**src/rtl/float_mul_pkg.sv**
```systemverilog
// Shared definitions for the streaming floating-point multiplier:
// format-width helpers, operand class encoding and status-flag bit positions.
package float_mul_pkg;

    // Total encoded width of a float with the given field widths.
    function automatic int float_width(input int exp_width, input int mant_width);
        return 1 + exp_width + mant_width;
    endfunction

    // Exponent bias for the given exponent field width.
    function automatic int bias(input int exp_width);
        return (1 << (exp_width - 1)) - 1;
    endfunction

    // Operand classification; subnormals are folded into FC_ZERO.
    typedef enum logic [1:0] {
        FC_ZERO,
        FC_NORM,
        FC_INF,
        FC_NAN
    } fclass_e;

    // Bit positions inside out_flags = {invalid, overflow, underflow, inexact}.
    localparam int FLAG_INEXACT   = 0;
    localparam int FLAG_UNDERFLOW = 1;
    localparam int FLAG_OVERFLOW  = 2;
    localparam int FLAG_INVALID   = 3;
    localparam int NUM_FLAGS      = 4;

endpackage

```
**src/rtl/float_mul_stream_classify.sv**
```systemverilog
// Combinational unpack of one operand: sign, biased exponent,
// significand with the implicit leading one, and operand class.
module float_classify
    import float_mul_pkg::*;
#(
    parameter int exp_width  = 8,
    parameter int mant_width = 23
) (
    input  logic [exp_width+mant_width:0] op,
    output logic                          sign,
    output logic [exp_width-1:0]          biased_exp,
    output logic [mant_width:0]           mant,
    output fclass_e                       cls
);

    // Split the fields and classify; a zero exponent flushes subnormals to zero.
    always_comb begin
        // NOTE: every output gets a value before any branch so no latch is inferred.
        sign       = op[exp_width+mant_width];
        biased_exp = op[exp_width+mant_width-1 -: exp_width];
        mant       = {1'b1, op[mant_width-1:0]};
        cls        = FC_NORM;
        if (op[exp_width+mant_width-1 -: exp_width] == '0) begin
            cls = FC_ZERO;
        end else if (&op[exp_width+mant_width-1 -: exp_width]) begin
            cls = (op[mant_width-1:0] == '0) ? FC_INF : FC_NAN;
        end
    end

endmodule

```
**src/rtl/float_mul_stream.sv**
```systemverilog
// Three-stage pipelined floating-point multiplier on a valid/ready stream.
// S1 unpacks/classifies, S2 multiplies significands, S3 normalises, rounds
// to nearest even, resolves special values and drives the output register.
// A single global stall freezes every stage while the output is held.
// Optional: define FLOAT_MUL_STATUS_EN to add out_flags {invalid, overflow,
// underflow, inexact}, registered alongside out_result.
module float_mul_stream
    import float_mul_pkg::*;
#(
    parameter int exp_width  = 8,
    parameter int mant_width = 23,
    parameter int tag_width  = 4
) (
    input  logic                                          clk,
    input  logic                                          rst,
    input  logic                                          in_valid,
    output logic                                          in_ready,
    input  logic [float_width(exp_width, mant_width)-1:0] in_a,
    input  logic [float_width(exp_width, mant_width)-1:0] in_b,
    input  logic [tag_width-1:0]                          in_tag,
    output logic                                          out_valid,
    input  logic                                          out_ready,
    output logic [float_width(exp_width, mant_width)-1:0] out_result,
    output logic [tag_width-1:0]                          out_tag
`ifdef FLOAT_MUL_STATUS_EN
    ,
    output logic [NUM_FLAGS-1:0]                          out_flags
`endif
);

    localparam int FW  = float_width(exp_width, mant_width);
    localparam int EW2 = exp_width + 2;        // signed exponent headroom
    localparam int PW  = 2 * (mant_width + 1); // full significand product
    localparam logic [EW2-1:0]        BIAS_X  = EW2'(bias(exp_width));
    localparam logic signed [EW2-1:0] EXP_MAX = EW2'((1 << exp_width) - 1);

    // Stage records are sized by the module parameters, so they are declared here.
    typedef struct packed {
        logic                 valid;
        logic [tag_width-1:0] tag;
        logic                 sign;
        fclass_e              cls_a;
        fclass_e              cls_b;
        logic [EW2-1:0]       exp;    // two's complement ea+eb-bias
        logic [mant_width:0]  mant_a;
        logic [mant_width:0]  mant_b;
    } s1_t;

    typedef struct packed {
        logic                 valid;
        logic [tag_width-1:0] tag;
        logic                 sign;
        fclass_e              cls_a;
        fclass_e              cls_b;
        logic [EW2-1:0]       exp;
        logic [PW-1:0]        prod;
    } s2_t;

    logic                 sign_a, sign_b;
    logic [exp_width-1:0] exp_a, exp_b;
    logic [mant_width:0]  mant_a, mant_b;
    fclass_e              cls_a, cls_b;

    float_classify #(.exp_width(exp_width), .mant_width(mant_width)) u_class_a (
        .op(in_a), .sign(sign_a), .biased_exp(exp_a), .mant(mant_a), .cls(cls_a)
    );
    float_classify #(.exp_width(exp_width), .mant_width(mant_width)) u_class_b (
        .op(in_b), .sign(sign_b), .biased_exp(exp_b), .mant(mant_b), .cls(cls_b)
    );

    s1_t s1_d, s1_q;
    s2_t s2_d, s2_q;
    logic                 advance;
    logic                 out_valid_d, out_valid_q;
    logic [FW-1:0]        out_result_d, out_result_q;
    logic [tag_width-1:0] out_tag_d, out_tag_q;

    // Whole pipeline moves unless a presented result is not being taken.
    assign advance  = ~(out_valid_q & ~out_ready);
    assign in_ready = advance;

    // S1: sign, classes and the rebiased exponent sum of the incoming pair.
    always_comb begin
        s1_d        = '0;
        s1_d.valid  = in_valid;
        s1_d.tag    = in_tag;
        s1_d.sign   = sign_a ^ sign_b;
        s1_d.cls_a  = cls_a;
        s1_d.cls_b  = cls_b;
        s1_d.exp    = {2'b00, exp_a} + {2'b00, exp_b} - BIAS_X;
        s1_d.mant_a = mant_a;
        s1_d.mant_b = mant_b;
    end

    // S2: full-width significand product, everything else passes through.
    always_comb begin
        s2_d       = '0;
        s2_d.valid = s1_q.valid;
        s2_d.tag   = s1_q.tag;
        s2_d.sign  = s1_q.sign;
        s2_d.cls_a = s1_q.cls_a;
        s2_d.cls_b = s1_q.cls_b;
        s2_d.exp   = s1_q.exp;
        s2_d.prod  = PW'(s1_q.mant_a) * PW'(s1_q.mant_b);
    end

    logic [PW-2:0]         norm;
    logic [mant_width-1:0] frac;
    logic                  guard, sticky, round_up;
    logic [mant_width:0]   frac_r;
    logic signed [EW2-1:0] exp_f;
    logic                  any_nan, any_inf, any_zero;
    logic                  is_invalid, is_ovf, is_unf, is_finite;

    // S3: normalise, round to nearest even, then resolve specials by priority.
    always_comb begin
        // Product lies in [1,4); drop the leading one after aligning it to the top.
        norm     = s2_q.prod[PW-1] ? s2_q.prod[PW-2:0] : {s2_q.prod[PW-3:0], 1'b0};
        frac     = norm[PW-2 -: mant_width];
        guard    = norm[mant_width];
        sticky   = |norm[mant_width-1:0];
        round_up = guard & (sticky | frac[0]);
        // A carry out of the fraction leaves it all zeros, i.e. 1.0 at the next exponent.
        frac_r   = {1'b0, frac} + {{mant_width{1'b0}}, round_up};
        exp_f    = s2_q.exp + {{(EW2-1){1'b0}}, s2_q.prod[PW-1]}
                            + {{(EW2-1){1'b0}}, frac_r[mant_width]};

        any_nan    = (s2_q.cls_a == FC_NAN)  | (s2_q.cls_b == FC_NAN);
        any_inf    = (s2_q.cls_a == FC_INF)  | (s2_q.cls_b == FC_INF);
        any_zero   = (s2_q.cls_a == FC_ZERO) | (s2_q.cls_b == FC_ZERO);
        is_invalid = any_nan | (any_inf & any_zero);
        is_finite  = ~any_nan & ~any_inf & ~any_zero;
        is_ovf     = is_finite & (exp_f >= EXP_MAX);
        is_unf     = is_finite & ~is_ovf & (exp_f[EW2-1] | (exp_f == '0));

        out_valid_d  = s2_q.valid;
        out_tag_d    = s2_q.tag;
        out_result_d = {s2_q.sign, exp_f[exp_width-1:0], frac_r[mant_width-1:0]};
        if (is_invalid) begin
            out_result_d = {1'b0, {exp_width{1'b1}}, 1'b1, {(mant_width-1){1'b0}}};
        end else if (any_inf | is_ovf) begin
            out_result_d = {s2_q.sign, {exp_width{1'b1}}, {mant_width{1'b0}}};
        end else if (any_zero | is_unf) begin
            out_result_d = {s2_q.sign, {(FW-1){1'b0}}};
        end
    end

    // Pipeline stage registers, all frozen together while stalled.
    always_ff @(posedge clk) begin
        // NOTE: sequential state uses non-blocking assignments so every flop samples pre-edge values.
        // NOTE: only valid bits are reset; payload is don't-care until its valid bit is set.
        if (rst) begin
            s1_q.valid <= 1'b0;
            s2_q.valid <= 1'b0;
        end else if (advance) begin
            s1_q <= s1_d;
            s2_q <= s2_d;
        end
    end

    // Output register: fully reset, held stable while the consumer stalls.
    always_ff @(posedge clk) begin
        if (rst) begin
            out_valid_q  <= 1'b0;
            out_result_q <= '0;
            out_tag_q    <= '0;
        end else if (advance) begin
            out_valid_q  <= out_valid_d;
            out_result_q <= out_result_d;
            out_tag_q    <= out_tag_d;
        end
    end

    assign out_valid  = out_valid_q;
    assign out_result = out_result_q;
    assign out_tag    = out_tag_q;

`ifdef FLOAT_MUL_STATUS_EN
    logic [NUM_FLAGS-1:0] flags_d, flags_q;

    // Status flags; inexact covers lost bits on the finite path and any range clamp.
    always_comb begin
        flags_d                 = '0;
        flags_d[FLAG_INVALID]   = is_invalid;
        flags_d[FLAG_OVERFLOW]  = is_ovf;
        flags_d[FLAG_UNDERFLOW] = is_unf;
        flags_d[FLAG_INEXACT]   = is_ovf | is_unf | (is_finite & (guard | sticky));
    end

    // Flag register tracks out_result under the same reset and stall rules.
    always_ff @(posedge clk) begin
        if (rst) begin
            flags_q <= '0;
        end else if (advance) begin
            flags_q <= flags_d;
        end
    end

    assign out_flags = flags_q;
`endif

endmodule
```
**config.mk**
```make
export PLATFORM = sky130hd
export DESIGN_NAME = float_mul_stream
export DESIGN_NICKNAME = d
export VERILOG_FILES = /design/src/rtl/float_mul_pkg.sv /design/src/rtl/float_mul_stream_classify.sv /design/src/rtl/float_mul_stream.sv
export SDC_FILE = /design/constraint.sdc
export NUM_CORES = 2
export LEC_CHECK = 0
export CAP_MARGIN = 5
export CORE_AREA = 3 3 213 236
export DETAILED_ROUTE_END_ITERATION = 8
export DIE_AREA = 0 0 216 239
export PLACE_DENSITY_LB_ADDON = 0.08
export SLEW_MARGIN = 40
export SYNTH_ARGS = -nofsm -noshare
export SYNTH_HDL_FRONTEND = slang
export SYNTH_SLANG_ARGS = --single-unit
```
**constraint.sdc**
```tcl
create_clock -name clk -period 11.85 [get_ports clk]
set_input_delay 2.37 -clock clk [delete_from_list [all_inputs] [get_ports clk]]
set_output_delay 2.37 -clock clk [all_outputs]
set_load 0.02 [all_outputs]
```
==> ci_impl_report.md <==
## Implementation flow summary

| Metric | Value |
|---|---|
| Combinational gate count | `1798` |
| Levels on crit path | `24` |
| Crit path to | `s2_q[47]` |
| Launch point of the worst path | `s1_q[3]` |
| Clock input transition at the sequential cells of the worst setup and hold paths | `0.08 ns` |
| Clock buffers created by TritonCTS | `17` |
| Number of non-filler instances in the completed layout | `3402` |
| Tap cell count | `645` |
| Non-clock buffer count | `162` |
| Number of iterations in the first detailed-routing pass | `6` |
| Avg Synthesized Cell Area | `9.681 um^2` |
| Clock tree root buffer cell | `clkbuf_16` |
| Post-route worst hold slack | `0.4221 ns` |
| Adder-cell area share of the yosys netlist | `46.56%` |
| Post-route DRC violation count | `0` |
| Yosys Instances | `2677` |
| Number of enable-type register cells in the synthesized netlist | `132` |
| Post-synth area hogs | `fa_1 37%, edfxtp_1 15%, ha_1 9.2%` |
| Final number of hold-violating endpoints | `0` |
| Via count of the first global-routing pass | `20470` |
| Top post-synthesis cells by count | `588 x inv_1, 484 x fa_1, 330 x nand2_1` |
| RD Place Congestion | `0.9467` |
| Number of placement rows | `84` |
| Post-cts gate resize count | `0` |
| GRT overflow | `0` |
| Worst hold path cell count | `0` |
| Final tally of setup violations | `0` |
| Signal inverters | `592` |
| Antenna Diode Count | `2` |
| Count of yosys warnings during synthesis | `0` |
| Worst setup path category | `flip-flop to flip-flop` |
| Cell-by-cell trace of the critical path | `buf_6 > nand2_1 > fa_1 > inv_1 > fa_1 > inv_1 > fa_1 > fa_1 > inv_1 > fa_1 > fa_1 > inv_1 > fa_1 > inv_1 > ha_1 > nand3_1 > nor3b_2 > nand4_1 > o221ai_1 > o21ai_2 > o31ai_2 > a221o_1 > a21oi_1 > xnor2_1` |
| Number of antenna violations at the first check in global routing | `1` |
| Post-route cell area | `28440 um^2` |
| Top-level I/O count | `110` |
| WL met2 | `34310 um` |
| CTS max path bufs | `2` |
| Detailed router's first-iteration violation count | `1455` |
| Largest net degree at the start of global routing | `69` |
| CTS Sinks | `171` |
| Final non-clock buffer share | `5.407%` |
| PnR worst setup slack | `4.131 ns` |
| Die X | `216 um` |
| Async set or reset register ratio after synthesis | `0%` |
| Worst R2R End | `s2_q[47]` |
| Worst-path fanout max | `12` |
| Relative max-transition margin | `45.83%` |
| Outcome | `finished, final reports clean` |
| Synthesized cell area | `25920 um^2` |
| Simple-gate area share of the yosys netlist | `15.45%` |
| Xor/xnor share of the synthesized area | `3.109%` |
| Worst setup skew after layout | `0.02848 ns` |
| Kind of path behind the tightest hold check | `flip-flop to flip-flop` |
| Logic share of the area | `65.10%` |
| Met3 WL | `6858 um` |
| Count of buffers inserted at the top-level ports | `109` |
| CP max stage cell | `edfxtp_1` |
| Post-synth area from yosys stat | `25920 um^2` |
| Hold-critical path endpoint | `s2_q[52]` |
| Uppermost routed layer | `met5` |
| Cells after DPL | `3366` |
| Detail Route Antenna Nets | `0` |
| Fill cells | `4204` |
==> sequential cells by signal, indices dropped and copies added, names as in the netlist <==
register	cells
out_result	32
out_tag	4
out_tag_d	4
out_valid	1
out_valid_d	1
s1_q	66
s2_q	63
==> cells by family after synthesis <==
logic type | count (synthesis)
adder cells (fa/ha/maj) | 674
XOR/XNOR | 92
AND/OR/NAND/NOR | 800
AND-OR/OR-AND | 217
multiplexers | 15
flip-flops | 171
buffers and inverters | 708
==> layout by cell type (no fill, tap or decap), drive strengths merged, types with 23 or more instances in the layout <==
cell type and count:
fa 484, ha 190, xor2 36, and2 247
buf 53, clkdlybuf4s50 109, a21o 25, dfxtp 39
o21ai 32, nor4 23, nand2 330, nand3 28
nor2 91, a21oi 78, edfxtp 132, xnor2 56
inv 594
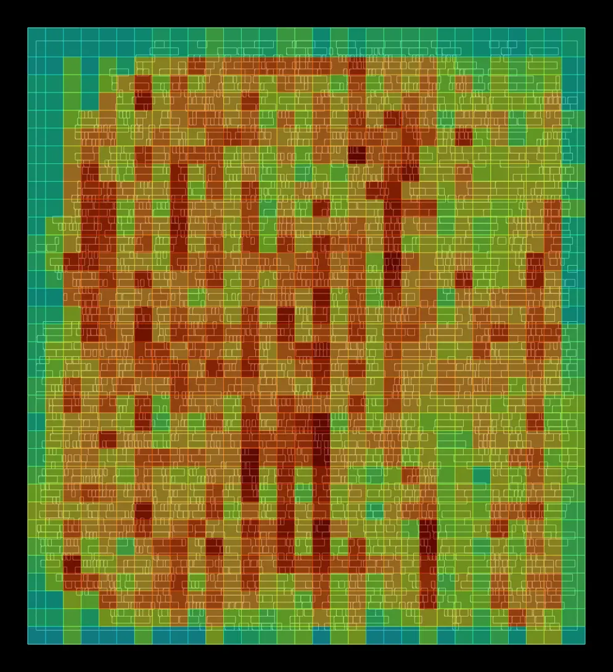
congestion_map.png
routing usage on met2: 48.05%
most utilized layer in the global route result: met2
All-Layer GR Usage: 29.98%
utilization after layout: 59.34%
met3 usage in global routing: 7.843%

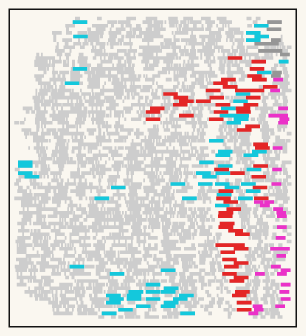
ff_map.png
Other sequential cells in the stronger grey, the rest of the logic in the fainter grey.
s2_q -> red  # flops 63
s1_q -> cyan  # flops 66, where widely spread
out_result -> magenta  # flops 32, where a vertical strip on the right
not coloured = 10
FF+latch area: 4745 um^2
flop share of the area: 16.68%

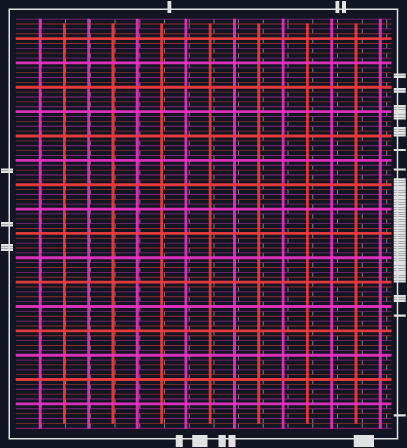
floorplan.png
Pins as bars on the die edge. Tap cells in grey.
VSS -> magenta
VDD -> red
signal pins = 110
met5 straps = 16
rows = 84
met1 rails = 85
Core Box Area: 47930 um^2

